### config.mk
export PLATFORM = sky130hd
export DESIGN_NAME = ssd_scan_ctrl
export DESIGN_NICKNAME = d
export VERILOG_FILES = /design/src/rtl/ssd_scan_ctrl.sv
export SDC_FILE = /design/constraint.sdc
export NUM_CORES = 1
export LEC_CHECK = 0
export CORE_ASPECT_RATIO = 0.7
export CORE_MARGIN = 2
export CORE_UTILIZATION = 40
export CTS_BUF_LIST = sky130_fd_sc_hd__clkbuf_4 sky130_fd_sc_hd__clkbuf_8 sky130_fd_sc_hd__clkbuf_16
export DETAILED_ROUTE_END_ITERATION = 8
export HOLD_SLACK_MARGIN = 0.15
export PLACE_DENSITY_LB_ADDON = 0.05
export SLEW_MARGIN = 30
export SYNTH_ARGS = -nofsm -noshare
export SYNTH_HDL_FRONTEND = slang
export SYNTH_SLANG_ARGS = --single-unit
### constraint.sdc
create_clock -name clk -period 2.2 [get_ports clk]
set_input_delay 0.22 -clock clk [delete_from_list [all_inputs] [get_ports clk]]
set_output_delay 0.22 -clock clk [all_outputs]
set_load 0.02 [all_outputs]
### src/rtl/ssd_scan_ctrl.sv
// Four-digit multiplexed seven-segment scan controller with anti-ghosting blank
// time, per-frame input snapshots and leading-zero blanking.
module ssd_scan_ctrl #(
  parameter int unsigned PRESCALE  = 50000,
  parameter int unsigned BLANK_CYC = 1000
) (
  input  logic       clk,
  input  logic       rst_n,
  input  logic       en,
  input  logic       lzb,
  input  logic [7:0] display0,
  input  logic [7:0] display1,
  input  logic [7:0] display2,
  input  logic [7:0] display3,
  output logic [7:0] seg,
  output logic [3:0] an,
  output logic       frame_done
);

  localparam int unsigned        CW        = (PRESCALE > 1) ? $clog2(PRESCALE) : 1;
  localparam logic [CW-1:0]      CNT_LAST  = CW'(PRESCALE - 1);
  localparam logic [CW-1:0]      CNT_BLANK = CW'(BLANK_CYC);
  localparam logic [7:0]         GLYPH_0   = 8'b0000_0011;
  localparam logic [7:0]         SEG_OFF   = 8'hFF;
  localparam logic [3:0]         AN_OFF    = 4'b1111;

  typedef enum logic {
    BLANK = 1'b0,
    DRIVE = 1'b1
  } state_e;

  state_e          state_q, state_d;
  logic [CW-1:0]   cnt_q, cnt_d;
  logic [1:0]      idx_q, idx_d;
  logic [3:0][7:0] snap_q, snap_d;
  logic [7:0]      seg_q, seg_d;
  logic [3:0]      an_q, an_d;
  logic            frame_done_q, frame_done_d;

  logic            slot_wrap;
  logic            snap_load;
  logic [3:0]      digit_blank;

  assign slot_wrap = (cnt_q == CNT_LAST);
  assign snap_load = !en || ((idx_q == 2'd0) && (cnt_q == '0));

  // A digit is blanked only while every more-significant digit is blanked too,
  // so an interior zero (e.g. "1005") stays visible.
  always_comb begin
    digit_blank    = 4'b0000;
    digit_blank[3] = lzb && (snap_q[3] == GLYPH_0);
    digit_blank[2] = digit_blank[3] && (snap_q[2] == GLYPH_0);
    digit_blank[1] = digit_blank[2] && (snap_q[1] == GLYPH_0);
  end

  // NOTE: every signal driven here gets a default first, so no latch can be inferred.
  always_comb begin
    state_d      = state_q;
    cnt_d        = cnt_q;
    idx_d        = idx_q;
    snap_d       = snap_q;
    seg_d        = SEG_OFF;
    an_d         = AN_OFF;
    frame_done_d = 1'b0;

    if (snap_load) begin
      snap_d = {display3, display2, display1, display0};
    end

    if (!en) begin
      state_d = BLANK;
      cnt_d   = '0;
      idx_d   = 2'd0;
    end else begin
      if (slot_wrap) begin
        cnt_d   = '0;
        idx_d   = idx_q + 2'd1;
        state_d = BLANK;
      end else begin
        cnt_d = cnt_q + CW'(1);
        if (cnt_d == CNT_BLANK) begin
          state_d = DRIVE;
        end
      end

      frame_done_d = slot_wrap && (idx_q == 2'd3);

      if ((state_q == DRIVE) && !digit_blank[idx_q]) begin
        an_d  = ~(4'b0001 << idx_q);
        seg_d = snap_q[idx_q];
      end
    end
  end

  // NOTE: snapshots are reset to the all-off pattern so a display never flashes
  // stale data before the first frame loads; they are only four bytes of flops.
  always_ff @(posedge clk or negedge rst_n) begin
    if (!rst_n) begin
      state_q      <= BLANK;
      cnt_q        <= '0;
      idx_q        <= 2'd0;
      snap_q       <= {4{SEG_OFF}};
      seg_q        <= SEG_OFF;
      an_q         <= AN_OFF;
      frame_done_q <= 1'b0;
    end else begin
      // NOTE: non-blocking assignments keep every flop sampling pre-edge values.
      state_q      <= state_d;
      cnt_q        <= cnt_d;
      idx_q        <= idx_d;
      snap_q       <= snap_d;
      seg_q        <= seg_d;
      an_q         <= an_d;
      frame_done_q <= frame_done_d;
    end
  end

  assign seg        = seg_q;
  assign an         = an_q;
  assign frame_done = frame_done_q;

endmodule

==> CHANGELOG.md, run 1 <==
### Physical design

* Status: finished, final reports clean
* Slew HR at 72.17%
* Area Growth Syn to Fin at 30.42%
* Grt met3 use at 5.782%
* FF-to-FF Start: cnt_q[0]
* CTS Sinks at 64
* Main area contributors: dfstp_2 (38%), dfrtp_1 (16%), mux2_2 (12%)
* Synth logic family: multiplexers
* Layout cells sized above 1 at 41.69%
* Placed Area at 0.003740 mm²
* Ys cells at 235
* Critical Path Start Type: register
* Final setup margin at 0.1273 ns
* Worst Setup EP: idx_q[0]
* Gr busiest metal: met1
* Chip height at 76.93 µm
* Drt pass-1 iters at 4
* Clock Power Share at 37.4%
* Worst hold slack at 0.4161 ns
* Nature of the critical path endpoint: register
* Max_cap viols at 0
* # resized after CTS at 0
* Setup Skew at 0.005801 ns
* Leak Pwr at 1.557 nW
* Avg Vias per Cell at 5.005
* Final core utilization at 54.15%
* Slowest-stage cell, CP: or4_1
* CTS tree: yes
* NumNets Final at 344
* Placed cell count at 388
* Power Total at 2.626 mW
* Achievable Freq at 0.4825 GHz
* Chip footprint at 0.008323 mm²
* Number of enable flip-flop cells at 0
* Post-Synthesis Cells at 235
* Worst-margin pin slew at 0.4136 ns
* Basic Gates by Area at 15.19%
* Hold Crit Class: in2async
* Switching share of power at 23.30%
* Synth Warn # at 0
* Htree depth at 3
* Final min period at 2.073 ns
* Chip Width at 108.2 µm
* Critical path origin: cnt_q[0]
* FP Rows at 26
* Floorplan net count at 277
* CP arrival at 2.30 ns
* Vias in the first global route at 1962
* Max-slew violations at 0
* Worst setup path class: reg2reg
* CP Cell Sequence: ha_1 > nand3_1 > or4_1 > xnor2_1 > and2_1
* Post-Syn Area at 0.003039 mm²
* Top-Level Pins at 49
* FA/HA/MAJ Cells, Area Fraction at 2.470%
* WL met3 at 451 µm
* Metal-1 WL at 3.399 mm
* #FFs+latches synth at 64
* GRT Util Overall at 16.90%
[run 1: power by group through the flow]
stage / registers (mW) / logic [mW] / clock network (mW)
floorplan: 1.36 / 0.156 / 0
global placement: 1.39 / 0.278 / 0
detailed placement: 1.39 / 0.279 / 0
CTS: 1.37 / 0.282 / 1.02
global route: 1.38 / 0.302 / 1.07
finish: 1.37 / 0.277 / 0.982
[run 1: area by class of cell]
type                    instances  area share, %
repair buffers                 66          16.10
inverters                       6         0.5682
clock buffers                  10          3.314
clock inverters                 6          1.484
well taps                      98          3.093
multi-input cells             155          33.65
flip-flops and latches         64          41.79
[run 1: flip-flops by register name, summed over array words and instances (netlist names)]
name,flops
idx_q,2
cnt_q,16
state_q,1
an,4
seg,8
snap_q,32
frame_done,1
Run 1, clock wiring as the flow saved it:
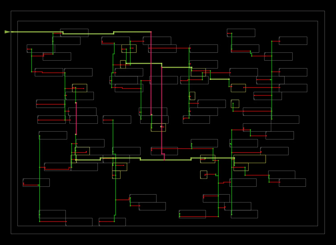
clock buffers: 10
CTS Buf Count: 9

Run 1, signal wires on met2:
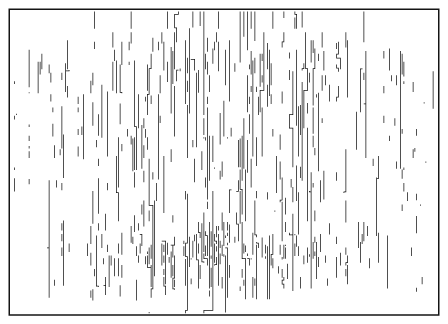
The layer carries 2500 µm of wire. 278 nets have wire on it. The layer holds 39% of the routed length. The wires run mostly vertical. The longest straight run is 30.1 µm.
final wirelength: 6.428 mm
vias: 2027

Run 1, logic cells by family:
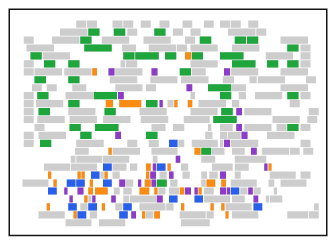
Key: blue = xor and xnor cells [cells 17]; green = mux cells [cells 42]; purple = nand cells [cells 34]; orange = nor cells [cells 37]
most frequent logic cell in the layout: clkdlybuf4s50_1
combinational share of cell area: 33.65%
Cell Count, Final, Fillers Out: 405

Run 1, cell sizes after repair:
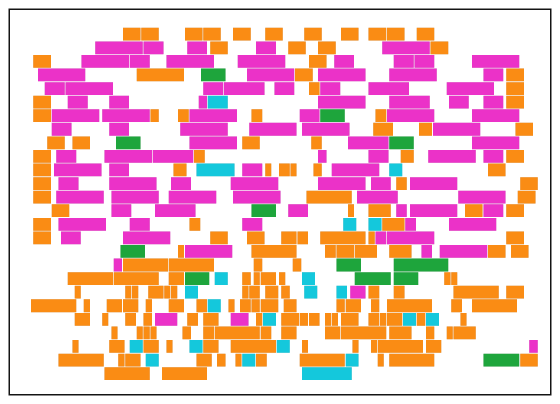

--- run 2 (diff from run 1) ---
- clock period: 2.2 -> 1.93 ns (I/O delays scaled with it)
Run 2, cell sizes after repair:
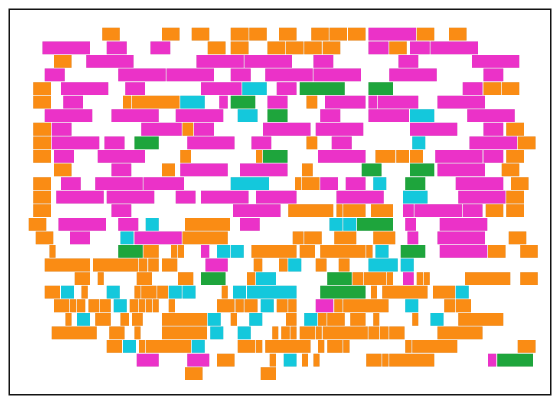
Key: orange = _0 and _1 cells [cells 172]; magenta = _2 cells [cells 96]; cyan = _3 and _4 cells [cells 39]; green = _6 and larger [cells 16]
Area Growth Syn to Fin: 37.09%
Final Cell Area: 0.004167 mm²

==> CHANGELOG.md, run 2 <==
### Physical design

* Hold Crit Class: in2async
* Fraction of area in registers at 39.76%
* Ys cells at 235
* Main area contributors: dfstp_2 (38%), dfrtp_1 (16%), mux2_2 (12%)
* Number of enable flip-flop cells at 0
* Final setup margin at -0.001044 ns
* Placed Area at 0.003837 mm²
* FF-to-FF Start: snap_q[8]
* Chip Width at 108.2 µm
* Htree depth at 3
* Violated checks: setup timing
* Achievable Freq at 0.5179 GHz
* Drt pass-1 iters at 4
* CTS Sinks at 64
* Final min period at 1.931 ns
* CTS Buf Count at 9
* Synth Warn # at 0
* Post-Synthesis Cells at 235
* Slew HR at 75.35%
* Avg Vias per Cell at 4.893
* Placed cell count at 401
* CTS tree: yes
* Combinational share of cell area at 33.39%
* Chip height at 76.93 µm
* Max-slew violations at 0
* Clock group total power at 1.08 mW
* Layout clock area frac at 4.474%
* Post-CTS Setup Bufs at 0
* Final setup fails at 2
* Worst setup path class: reg2reg
* Max_cap viols at 0
* Worst hold slack at 0.3897 ns
* # Taps at 98
* Critical path origin: snap_q[8]
* Multi-In Gates at 155
* Critical Path Max Stage Delay at 0.53 ns
* Worst Setup EP: seg[2]
* Final core utilization at 56.92%
* CP Cell Sequence: or4bb_1 > nor3_2 > a31oi_1 > o311a_1 > buf_6 > nand2b_1
* Power Total at 3.002 mW
* Leak Pwr at 1.678 nW
* Signal buf overhead at 18.89%
* Top pwr grp: registers
* P per Cell Area at 720.4 mW/mm²
* Slowest-stage cell, CP: dfstp_2
* CP arrival at 2.21 ns
* Leading cell kind: registers
* Most frequent logic cell in the layout: clkdlybuf4s50_1
* Post-Syn Area at 0.003039 mm²
* GRT Util Overall at 17.37%
* Fill count at 630
* Clock buffers at 13
* Final wirelength at 6.848 mm
* Status: complete, but fails checks
* Vias at 2060
* Inverters excl. clock at 6
* Latency at later pin at 0.34 ns
* Max FFs per register at 32
* Switching share of power at 23.39%
* Power in combinational cells at 358 µW
* Cell Count, Final, Fillers Out at 421
* # resized after CTS at 2
* FP Rows at 26
* Clock Power Share at 36.0%
* #FFs+latches synth at 64
* Vias in the first global route at 2071
* Layout cells sized above 1 at 46.75%
* Top-Level Pins at 49
* Seq group at 1.56 mW
* Worst-margin pin slew at 0.3670 ns
* Seq_cells at 64
* Nature of the critical path endpoint: register
* Critical Path Start Type: register
* Setup TNS at -0.001521 ns
* Floorplan net count at 277
* Chip footprint at 0.008323 mm²
* Top reg by flops: snap_q
* Antenna Nets Post-Route at 0
* Non-clk bufs at 82
* NumNets Final at 360
[run 2: worst register-to-register path, cell delays in order (launching register included)]
cell,delay (ns)
dfstp_2,0.53
or4bb_1,0.50
nor3_2,0.13
a31oi_1,0.09
o311a_1,0.38
buf_6,0.18
nand2b_1,0.07
[run 2: cell families after synthesis]
| kind of cell | synth area share, % |
|---|---|
| muxes | 18.57 |
| adders and majority gates | 2.470 |
| AOI/OAI and AO/OA | 1.853 |
| xor gates and xnor gates | 4.899 |
| buffers and inverters | 2.511 |
| DFF | 54.51 |
| and+or+nand+nor | 15.19 |
[run 2: metal layers]
metal	track usage (%)	wire length, µm
met4	5.000	45
met2	21.19	2717
met1	28.04	3640
met5	0	0
met3	6.037	445
No activity file was given, so power comes from the tool's default toggle rates.
